==> src/rtl/sdram_pkg.sv <==
// Shared SDRAM definitions: init FSM states, bus command encodings, address bit roles.
// Also used by the main SDRAM command FSM.
package sdram_pkg;

  typedef enum logic [2:0] {
    StIdle,
    StPre,
    StWaitRp,
    StRef,
    StWaitRfc,
    StMrs,
    StWaitMrd,
    StDone
  } init_state_e;

  // {cs_n, ras_n, cas_n, we_n}
  localparam logic [3:0] CMD_NOP = 4'b0111;
  localparam logic [3:0] CMD_PRE = 4'b0010;
  localparam logic [3:0] CMD_REF = 4'b0001;
  localparam logic [3:0] CMD_MRS = 4'b0000;

  localparam int unsigned A10_IDX = 10;

  function automatic int unsigned max3(int unsigned a, int unsigned b, int unsigned c);
    int unsigned m;
    m = (a > b) ? a : b;
    return (m > c) ? m : c;
  endfunction

endpackage

==> src/rtl/sdram_cmd_timer.sv <==
// Loadable down-counter with a zero flag; holds at zero instead of wrapping.
module sdram_cmd_timer #(
  parameter int unsigned WIDTH = 3
) (
  input  logic             clk,
  input  logic             rst_n,
  input  logic             load,
  input  logic [WIDTH-1:0] load_val,
  output logic             zero
);

  logic [WIDTH-1:0] count_q;

  always_ff @(posedge clk) begin
    if (!rst_n) begin
      count_q <= '0;
    end else if (load) begin
      count_q <= load_val;
    end else if (count_q != '0) begin
      count_q <= count_q - 1'b1;
    end
  end

  assign zero = (count_q == '0);

endmodule

==> src/rtl/sdram_init_sequencer.sv <==
// Drives PRECHARGE ALL, NUM_REFRESH x AUTO REFRESH and LOAD MODE REGISTER after an init
// request, then raises a sticky done flag. The state register names the command on the bus.
module sdram_init_sequencer
  import sdram_pkg::*;
#(
  parameter int unsigned             ADDR_WIDTH  = 13,
  parameter int unsigned             BA_WIDTH    = 2,
  parameter int unsigned             T_RP        = 2,
  parameter int unsigned             T_RFC       = 7,
  parameter int unsigned             T_MRD       = 2,
  parameter int unsigned             NUM_REFRESH = 2,
  parameter logic [ADDR_WIDTH-1:0]   MODE_REG    = 'h0032
) (
  input  logic                  HCLK,
  input  logic                  HRESETn,
  input  logic                  init_start_i,
  output logic                  sdram_ready_o,
  output logic                  sdram_init_ack_o,
  output logic                  init_done_o,
  output logic                  sdr_cke_o,
  output logic                  sdr_cs_n_o,
  output logic                  sdr_ras_n_o,
  output logic                  sdr_cas_n_o,
  output logic                  sdr_we_n_o,
  output logic [ADDR_WIDTH-1:0] sdr_addr_o,
  output logic [BA_WIDTH-1:0]   sdr_ba_o
);

  localparam int unsigned   TW      = $clog2(max3(T_RP, T_RFC, T_MRD));
  localparam logic [TW-1:0] RP_LOAD  = TW'(T_RP - 1);
  localparam logic [TW-1:0] RFC_LOAD = TW'(T_RFC - 1);
  localparam logic [TW-1:0] MRD_LOAD = TW'(T_MRD - 1);
  localparam logic [3:0]    NUM_REF  = 4'(NUM_REFRESH);

  init_state_e           state_q;
  logic [3:0]            cmd_q;
  logic [3:0]            ref_cnt_q;
  logic [ADDR_WIDTH-1:0] addr_q;
  logic [BA_WIDTH-1:0]   ba_q;
  logic                  ready_q;
  logic                  done_q;

  logic                  tmr_load;
  logic [TW-1:0]         tmr_val;
  logic                  tmr_zero;

  // The timer is loaded on the same edge the command is registered, so it counts the
  // command cycle itself.
  always_comb begin
    tmr_load = 1'b0;
    tmr_val  = '0;
    unique case (state_q)
      StIdle: begin
        tmr_load = init_start_i;
        tmr_val  = RP_LOAD;
      end
      StWaitRp: begin
        tmr_load = tmr_zero;
        tmr_val  = RFC_LOAD;
      end
      StWaitRfc: begin
        tmr_load = tmr_zero;
        tmr_val  = (ref_cnt_q < NUM_REF) ? RFC_LOAD : MRD_LOAD;
      end
      default: ;
    endcase
  end

  sdram_cmd_timer #(
    .WIDTH(TW)
  ) u_timer (
    .clk     (HCLK),
    .rst_n   (HRESETn),
    .load    (tmr_load),
    .load_val(tmr_val),
    .zero    (tmr_zero)
  );

  always_ff @(posedge HCLK) begin
    if (!HRESETn) begin
      state_q   <= StIdle;
      cmd_q     <= CMD_NOP;
      ref_cnt_q <= '0;
      addr_q    <= '0;
      ba_q      <= '0;
      ready_q   <= 1'b1;
      done_q    <= 1'b0;
    end else begin
      cmd_q  <= CMD_NOP;
      addr_q <= '0;
      ba_q   <= '0;
      unique case (state_q)
        StIdle: begin
          if (init_start_i) begin
            state_q         <= StPre;
            ready_q         <= 1'b0;
            cmd_q           <= CMD_PRE;
            addr_q[A10_IDX] <= 1'b1;
          end
        end
        StPre: state_q <= StWaitRp;
        StWaitRp: begin
          if (tmr_zero) begin
            state_q   <= StRef;
            cmd_q     <= CMD_REF;
            ref_cnt_q <= ref_cnt_q + 4'd1;
          end
        end
        StRef: state_q <= StWaitRfc;
        StWaitRfc: begin
          if (tmr_zero) begin
            if (ref_cnt_q < NUM_REF) begin
              state_q   <= StRef;
              cmd_q     <= CMD_REF;
              ref_cnt_q <= ref_cnt_q + 4'd1;
            end else begin
              state_q <= StMrs;
              cmd_q   <= CMD_MRS;
              addr_q  <= MODE_REG;
            end
          end
        end
        StMrs: state_q <= StWaitMrd;
        StWaitMrd: begin
          if (tmr_zero) begin
            state_q <= StDone;
            done_q  <= 1'b1;
          end
        end
        StDone: ;
        default: state_q <= StIdle;
      endcase
    end
  end

  assign sdram_init_ack_o = init_start_i && (state_q == StIdle);
  assign sdram_ready_o    = ready_q;
  assign init_done_o      = done_q;
  assign sdr_cke_o        = 1'b1;
  assign {sdr_cs_n_o, sdr_ras_n_o, sdr_cas_n_o, sdr_we_n_o} = cmd_q;
  assign sdr_addr_o       = addr_q;
  assign sdr_ba_o         = ba_q;

endmodule

==> config.mk <==
export PLATFORM = sky130hd
export DESIGN_NAME = sdram_init_sequencer
export DESIGN_NICKNAME = d
export VERILOG_FILES = /design/src/rtl/sdram_pkg.sv /design/src/rtl/sdram_cmd_timer.sv /design/src/rtl/sdram_init_sequencer.sv
export SDC_FILE = /design/constraint.sdc
export NUM_CORES = 1
export LEC_CHECK = 0
export ABC_AREA = 1
export CAP_MARGIN = 15
export CORE_MARGIN = 1
export CORE_UTILIZATION = 47
export CTS_CLUSTER_SIZE = 40
export DETAILED_ROUTE_END_ITERATION = 16
export PLACE_DENSITY = 0.78
export SYNTH_ARGS = -nofsm -noshare
export SYNTH_HDL_FRONTEND = slang
export SYNTH_HIERARCHICAL = 1
export SYNTH_SLANG_ARGS = --single-unit
==> constraint.sdc <==
create_clock -name HCLK -period 2.24 [get_ports HCLK]
set_input_delay 0.224 -clock HCLK [delete_from_list [all_inputs] [get_ports HCLK]]
set_output_delay 0.224 -clock HCLK [all_outputs]
set_load 0.1 [all_outputs]
==> results.txt, run 1 <==
run metrics: detailed-route via count 822, final hold violation count 0, top cells by count sky130_fd_sc_hd__nand2_1, sky130_fd_sc_hd__inv_1, sky130_fd_sc_hd__dfxtp_1, sky130_fd_sc_hd__nor2_1, sky130_fd_sc_hd__buf_4, layout buffer count excluding clock buffers 13, RePlAce Congestion 0.8268, number of antenna violations at the first check in global routing 0, fill cell count 189, footprint of the multi-input gates 503.0 sq um, fraction of the cycle the final worst path needs 74.97%, worst slack on hold paths 477.6 ps, post-placement setup slack 613.2 ps, final routed wirelength across all metal layers 1751 um, max frequency 595.5 MHz, Gate power share 58.7%, met3 routing resource usage after global routing 8.148%, switching share of power 53.88%, type of origin of the critical path register, slowest cell delay on critical path 380 ps, post-route setup slack 560.6 ps, max-slew violation count 0, async set-reset flop share out of synthesis 0%, power per cell area 1294 nW/um^2, mean post-synth cell area 7.183 sq um, critical-path cell list nor2_2, inv_1, nor2_2, inv_2, nor2_2, buf_12, violation tally from detailed-route iteration zero 17, cell class with the largest area share logic gates, Die Span Y 48.09 um, hold-fix buffers at CTS 0, end of the worst register-to-register path u_timer/count_q[1]$_SDFFE_PN0P_, Metal-1 WL 759 um, Chip Width 48.09 um, placement-stage cell area 1071 sq um, Max clock buf depth 2, met2 routed wirelength 830 um, origin of the worst min-delay path sdram_ready_o$_SDFFE_PN1P_, delay-heaviest family, CP simple AND/OR/NAND/NOR gates, Seq pwr share 29.6%, VDD IR max 919.6 uV, cell occurring most often along the worst timing path sky130_fd_sc_hd__nor2_2, Top Usage Layer GRT met2, Pre-Place Util 50.38%, sequential fraction of the synthesis area 34.09%, sink count of the clock tree 17, min-delay worst type register to register, combinational-cell power consumption 0.834 mW, via count of the first global-routing pass 704, dominant non-sequential cell family after synthesis simple AND/OR/NAND/NOR gates, post-synthesis simple-gate area fraction 31.20%, synthesis-to-finish area growth 10.02%, number of warnings in the stage logs 27, final cell count without fillers 178, required arrival time at the worst endpoint 2020 ps, Reg with most FFs ref_cnt_q, Synthesis Warnings 6, fraction of met2 tracks used by global routing 29.73%, mux contribution to synthesized area 0%, xor and xnor fraction of the mapped netlist area 1.754%, cell count after synthesis 139, length of the first detailed-routing pass in iterations 5, flip-flop cell with the highest count after synthesis sky130_fd_sc_hd__dfxtp_1, top contributor to total power combinational cells, TritonCTS clock tree built, most instantiated logic cell after routing sky130_fd_sc_hd__nand2_1, count of endpoints failing setup in the final report 0, total instance count after detailed placement 174, number of distinct library cells after synthesis 23, Placement Rows 16, Util after Layout 55.43%, post-DR vias/cell 4.618, global-route wire length before repair 2829 um, worst setup path startpoint state_q[1]$_SDFFE_PN0P_, Final TNS setup 0 ps, flip-flop and latch count 17, arithmetic-cell share of the synthesized area counting full adders, half adders and majority gates 3.759%, Critical Path AT 1460 ps, GR Util All Layers 17.76%, grt ovf 0, outcome finished, final reports clean, Non-clock buffer share 10.48%, die area 2313 sq um, max-capacitance violation count 0, per-cell routed wire length 9.837 um, clock-cell share of area 2.506%, reported leakage power 0.5382 nW, number of routed nets with antenna violations 0, area figure in the yosys stat output 998.5 sq um, setup repair after global routing missed its margin false, I/O pin cnt 26, post-detailed-route DRC marker count 0, number of gates resized after cts 0, cell with the most instances after synthesis sky130_fd_sc_hd__nand2_1, Top cell area share 34.09%, Flop area 340.3 sq um, IO buf count 12, largest cells by area after synthesis sky130_fd_sc_hd__dfxtp_1, sky130_fd_sc_hd__buf_4, sky130_fd_sc_hd__nand2_1, Post-Synthesis Cell Area 998.5 sq um, metal3 WL 131 um, nets@finish 158, share of layout cells above drive strength 1 22.52%, path length in cells of the critical path 6, flop share of the area 30.98%, power of the sequential group 0.420 mW, Power Internal 0.6554 mW, cell count of the worst reg-to-reg path 12, number of well taps 27, endpoint of the worst setup timing path sdram_init_ack_o, hold path depth 2, multi-input combinational area share 45.79%, FF+latch count, synth 17, worst-path maximum fanout 6, Yosys top cell by area sky130_fd_sc_hd__dfxtp_1, Complex Gates by Area 8.772%, number of flops mapped to enable cells by yosys 0, top routing layer in use met4, CTS buffer count 3, slack of the worst reg-to-reg path 620 ps, H-tree levels 1
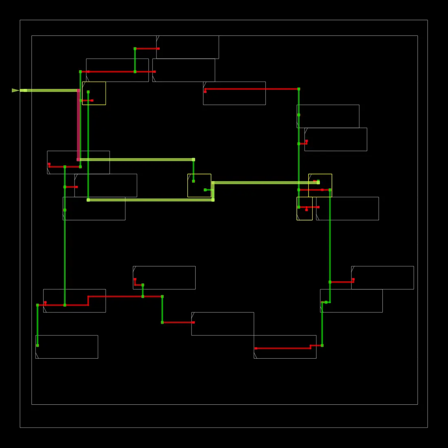
run_1/clocks.png
P_clk: 0.167 mW
clk_lat worst skew: 300 ps
clock skew after layout: 3.096 ps
clkbuf count: 3

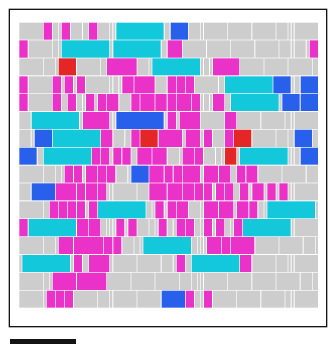
run_1/placement_by_type.png
Scale bar: 10 um. Fill, decap, tap and diode cells in grey.
blue -> other buffers and delay cells  # cells 13
cyan -> flops  # cells 17
magenta -> combinational and other logic  # cells 117
red -> clock drivers and dummy loads  # cells 4

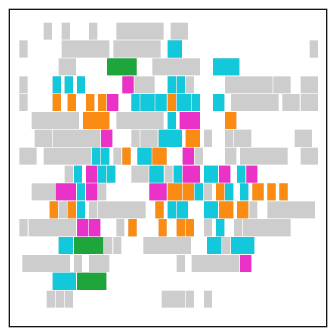
run_1/logic_types.png
magenta -> inverting AOI/OAI gates  # cells 15, most used o21ai_0
cyan -> NAND gates  # cells 38, most used nand2_1
green -> adder and majority cells  # cells 3, most used ha_1
orange -> NOR gates  # cells 25, most used nor2_1

## Run 2: what changed since run 1
- CORE_UTILIZATION: 47 -> 43
- PLACE_DENSITY: 0.78 -> 0.75
- clock period: 2.24 -> 1.45 ns (I/O delays scaled with it)
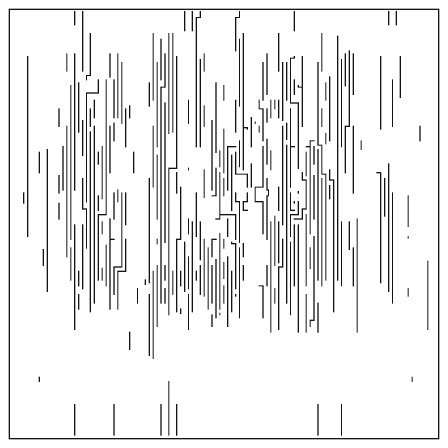
run_2/layer_met2.png
wire length on this layer = 1390 um
share of all routed wire = 56%
nets with wire on the layer = 162
longest straight run = 28.6 um

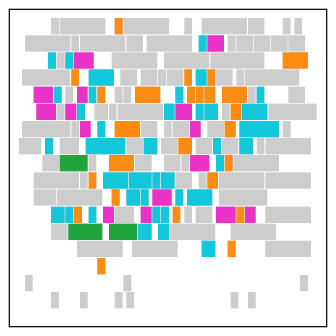
run_2/logic_types.png
magenta -> inverting AOI/OAI gates  # cells 15
cyan -> NAND gates  # cells 38, most used nand2_1
green -> adder and majority cells  # cells 3, most used ha_1
orange -> NOR gates  # cells 25, most used nor2_1

==> results.txt, run 2 <==
run metrics: cell with the most instances after synthesis sky130_fd_sc_hd__nand2_1, share of layout cells above drive strength 1 41.52% (+19 points), mux contribution to synthesized area 0% (unchanged), critical-path cell list inv_1, ha_2, inv_1, nor2_4, inv_2, nand2_1, nand2_2, a21oi_2, nand2_1, final cell count without fillers 199 (+12%), die area 2519 sq um (+8.9%), hold path depth 2 (unchanged), number of distinct library cells after synthesis 23 (unchanged), end of the worst register-to-register path cmd_q[0]$_SDFF_PN1_, Non-clock buffer share 26.03% (+16 points), final routed wirelength across all metal layers 2484 um (+42%), Pre-Place Util 45.57% (-4.8 points), mean post-synth cell area 7.183 sq um (unchanged), Top cell area share 34.09% (unchanged), number of flops mapped to enable cells by yosys 0 (unchanged), post-route setup slack 14.31 ps (-546.3 ps), flip-flop and latch count 17 (unchanged), clock skew after layout 1.768 ps (-1.328 ps), Chip Width 50.19 um (+4.4%), Power Internal 1.422 mW (+120%), sink count of the clock tree 17 (unchanged), Placement Rows 17 (+1), worst setup path startpoint u_timer/count_q[0]$_SDFFE_PN0P_, outcome finished, final reports clean, clkbuf count 4 (+1), flop share of the area 24.31% (-6.7 points), VDD IR max 1387 uV (+51%), clock-cell share of area 1.810% (-0.70 points), detailed-route via count 980 (+19%), slack of the worst reg-to-reg path 10 ps (-610 ps), path length in cells of the critical path 9 (+3), number of routed nets with antenna violations 0 (unchanged), number of well taps 28 (+3.7%), P_clk 0.249 mW (+49%), Flop area 352.8 sq um (+3.7%), Die Span Y 50.19 um (+4.4%), grt ovf 0 (unchanged), Max clock buf depth 2 (unchanged), Critical Path AT 1620 ps (+160 ps), worst slack on hold paths 487.4 ps (+9.800 ps), length of the first detailed-routing pass in iterations 5 (unchanged), max frequency 696.5 MHz, max-capacitance violation count 0 (unchanged), cell class with the largest area share logic gates, worst-path maximum fanout 4 (-2), largest cells by area after synthesis sky130_fd_sc_hd__dfxtp_1, sky130_fd_sc_hd__buf_4, sky130_fd_sc_hd__nand2_1, metal3 WL 155 um (+18%), Final TNS setup 0 ps (unchanged), fill cell count 179 (-5.3%), slowest cell delay on critical path 340 ps (-40 ps), CTS buffer count 3 (unchanged), footprint of the multi-input gates 578.1 sq um (+15%), placement-stage cell area 1260 sq um (+18%), multi-input combinational area share 39.83% (-6.0 points), hold-fix buffers at CTS 0 (unchanged), RePlAce Congestion 0.8488 (+2.7%), most instantiated logic cell after routing sky130_fd_sc_hd__buf_4, final hold violation count 0 (unchanged), async set-reset flop share out of synthesis 0% (unchanged), nets@finish 178 (+13%), min-delay worst type register to register, IO buf count 12 (unchanged), Yosys top cell by area sky130_fd_sc_hd__dfxtp_1, Metal-1 WL 926 um (+22%), Post-Synthesis Cell Area 998.5 sq um (unchanged), top routing layer in use met4, reported leakage power 0.6952 nW (+29%), Synthesis Warnings 6 (unchanged)
## Run 3: what changed since run 2
- HOLD_SLACK_MARGIN: not set -> 0.03
- RECOVER_POWER: not set -> 100
- REMOVE_ABC_BUFFERS: not set -> 1
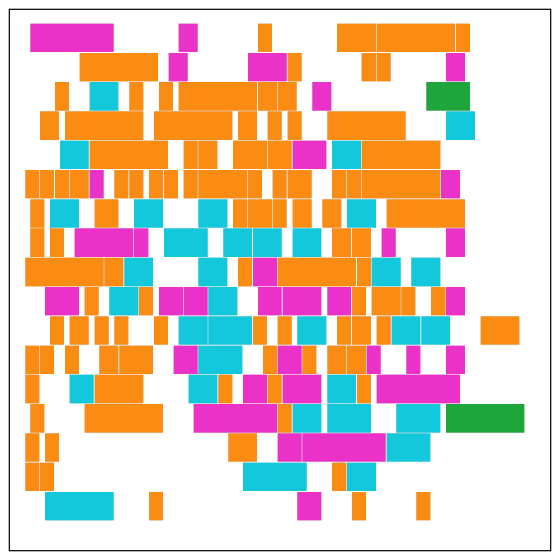
run_3/sizes.png
cyan -> _3 and _4 cells  # cells 34, share 20%, most used buf_4
green -> _6 and larger  # cells 2, share 1.2%
orange -> _0 and _1 cells  # cells 103, share 60%, most used nand2_1
magenta -> _2 cells  # cells 33, share 19%

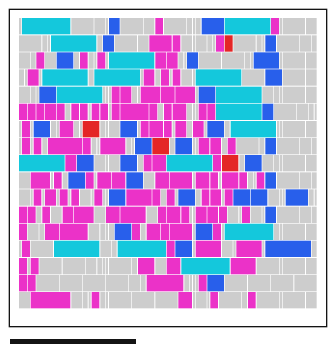
run_3/placement_by_type.png
Scale bar: 20 um. Fill, decap, tap and diode cells in grey.
magenta -> combinational and other logic  # cells 117
cyan -> flops  # cells 17
red -> clock drivers and dummy loads  # cells 4
blue -> other buffers and delay cells  # cells 34

==> results.txt, run 3 <==
run metrics: Die Span Y 50.19 um (unchanged), largest cells by area after synthesis sky130_fd_sc_hd__dfxtp_1, sky130_fd_sc_hd__buf_4, sky130_fd_sc_hd__nand2_1, TritonCTS clock tree built, cell count after synthesis 139, type of origin of the critical path register, mux contribution to synthesized area 0% (unchanged), arithmetic-cell share of the synthesized area counting full adders, half adders and majority gates 3.759%, end of the worst register-to-register path u_timer/count_q[1]$_SDFFE_PN0P_, Pre-Place Util 45.57% (unchanged), required arrival time at the worst endpoint 1310 ps, mean post-synth cell area 7.183 sq um (unchanged), combinational-cell power consumption 1.81 mW, slew at the pin closest to its max-slew limit 550.8 ps, minimum clock period 1533 ps, violation tally from detailed-route iteration zero 19, clock root buffer sky130_fd_sc_hd__clkbuf_4, worst setup path startpoint state_q[1]$_SDFFE_PN0P_, cell count of the worst reg-to-reg path 11, delay-heaviest family, CP buffers and inverters, relative slew slack 63.43%, Top cell area share 34.09% (unchanged), async set-reset flop share out of synthesis 0% (unchanged), min-delay worst type register to register, P_clk 0.253 mW (+2%), power of the sequential group 0.658 mW, clock-cell share of area 2.011% (+0.20 points), hold-fix buffers at CTS 0 (unchanged), power per cell area 2085 nW/um^2, Placement Rows 17 (unchanged), top contributor to total power combinational cells, RePlAce Congestion 0.8606 (+1.4%), number of logic gates 96, net switching power figure 1.365 mW, Max clock buf depth 2 (unchanged), Chip Width 50.19 um (unchanged), reported leakage power 0.6461 nW (-7.1%), sink count of the clock tree 17 (unchanged), nets@finish 179 (+0.56%), post-CTS repair timing setup buffer count 0, post-route setup slack -82.64 ps (-96.95 ps), fraction of met2 tracks used by global routing 37.11%, cell with the most instances after synthesis sky130_fd_sc_hd__nand2_1, endpoint of the worst setup timing path sdram_init_ack_o, number of distinct library cells after synthesis 23 (unchanged), count of buffering cells on the critical path with inverters included 4, dominant non-sequential cell family after synthesis simple AND/OR/NAND/NOR gates, number of antenna violations at the first check in global routing 0, Flop area 345.3 sq um (-2.1%), final cell count without fillers 200 (+0.50%), worst-path maximum fanout 2 (-2), Util after Layout 59.62%, grt ovf 0 (unchanged), flop share of the area 26.44% (+2.1 points), length of the first detailed-routing pass in iterations 5 (unchanged), most instantiated logic cell after routing sky130_fd_sc_hd__buf_4, final routed wirelength across all metal layers 2351 um (-5.4%), post-detailed-route DRC marker count 0, met1 routing resource usage after global routing 18.11%, per-cell routed wire length 11.76 um, number of routed nets with antenna violations 0 (unchanged), via count of the first global-routing pass 840, met3 routing resource usage after global routing 5.455%, violations in the final reports negative setup slack, met2 routed wirelength 1298 um, part of the total power dissipated in the clock network 9.3%, Top Usage Layer GRT met2, WS Path Type register to primary output, Critical Path AT 1390 ps (-230 ps), share of layout cells above drive strength 1 40.12% (-1.4 points), setup repair after global routing missed its margin true, sequential fraction of the synthesis area 34.09%, multi-input combinational area share 43.01% (+3.2 points), fill cell count 210 (+17%), Yosys top cell by area sky130_fd_sc_hd__dfxtp_1, I/O pin cnt 26, cell class with the largest area share logic gates, origin of the worst min-delay path sdram_ready_o$_SDFFE_PN1P_, outcome complete, but fails checks, IO buf count 12 (unchanged), Final TNS setup -111.8 ps (-111.8 ps), post-synthesis simple-gate area fraction 31.20%, slowest cell delay on critical path 350 ps (about the same), number of well taps 28 (unchanged), footprint of the multi-input gates 561.8 sq um (-2.8%), flip-flop cell with the highest count after synthesis sky130_fd_sc_hd__dfxtp_1, slack of the worst reg-to-reg path -30 ps (-40 ps), Metal-1 WL 862 um (-6.9%), max frequency 652.5 MHz (-6.3%), hold path depth 2 (unchanged), max-capacitance violation count 0 (unchanged), synthesis-to-finish area growth 30.83%, Power Internal 1.358 mW (-4.5%), placement-stage cell area 1297 sq um (+3.0%), clkbuf count 4 (unchanged), top cells by count sky130_fd_sc_hd__nand2_1, sky130_fd_sc_hd__inv_1, sky130_fd_sc_hd__dfxtp_1, sky130_fd_sc_hd__nor2_1, sky130_fd_sc_hd__buf_4, path length in cells of the critical path 7 (-2), post-synthesis cell count from yosys 139, number of flops mapped to enable cells by yosys 0 (unchanged), detailed-route via count 941 (-4.0%), total instance count after detailed placement 190, GR Util All Layers 18.82%, global-route wire length before repair 3532 um, top routing layer in use met4, die area 2519 sq um (unchanged), flip-flop and latch count 17 (unchanged), critical-path cell list nor2_4, inv_2, nor2_4, inv_2, nor2_4, buf_6, buf_12, VDD IR max 1039 uV (-25%), Reg with most FFs ref_cnt_q, highest-count cells in the layout ignoring fill and taps sky130_fd_sc_hd__buf_4, sky130_fd_sc_hd__nand2_1, sky130_fd_sc_hd__inv_1, clock skew after layout 1.254 ps (-0.5145 ps), fraction of the cycle the final worst path needs 105.7%, clk_lat worst skew 290 ps, post-route standard cell area excluding fillers 1306 sq um, count of endpoints failing setup in the final report 2, ANT cells 0, CTS buffer count 3 (unchanged), Min-Delay Endpoint sdram_ready_o$_SDFFE_PN1P_, metal3 WL 149 um (-3.9%), FF+latch count, synth 17, HPWL reported at the end of detailed placement 1760 um, largest net degree at the start of global routing 10, launch instance of the worst register-to-register path state_q[0]$_SDFFE_PN0P_, Post-Synthesis Cell Area 998.5 sq um (unchanged), Synthesis Warnings 6 (unchanged), final hold violation count 0 (unchanged), number of gates resized after cts 7, worst slack on hold paths 452.7 ps (-34.68 ps), Non-clock buffer share 19.64% (-6.4 points), H-tree levels 1
Power and IR drop assume default switching activity.
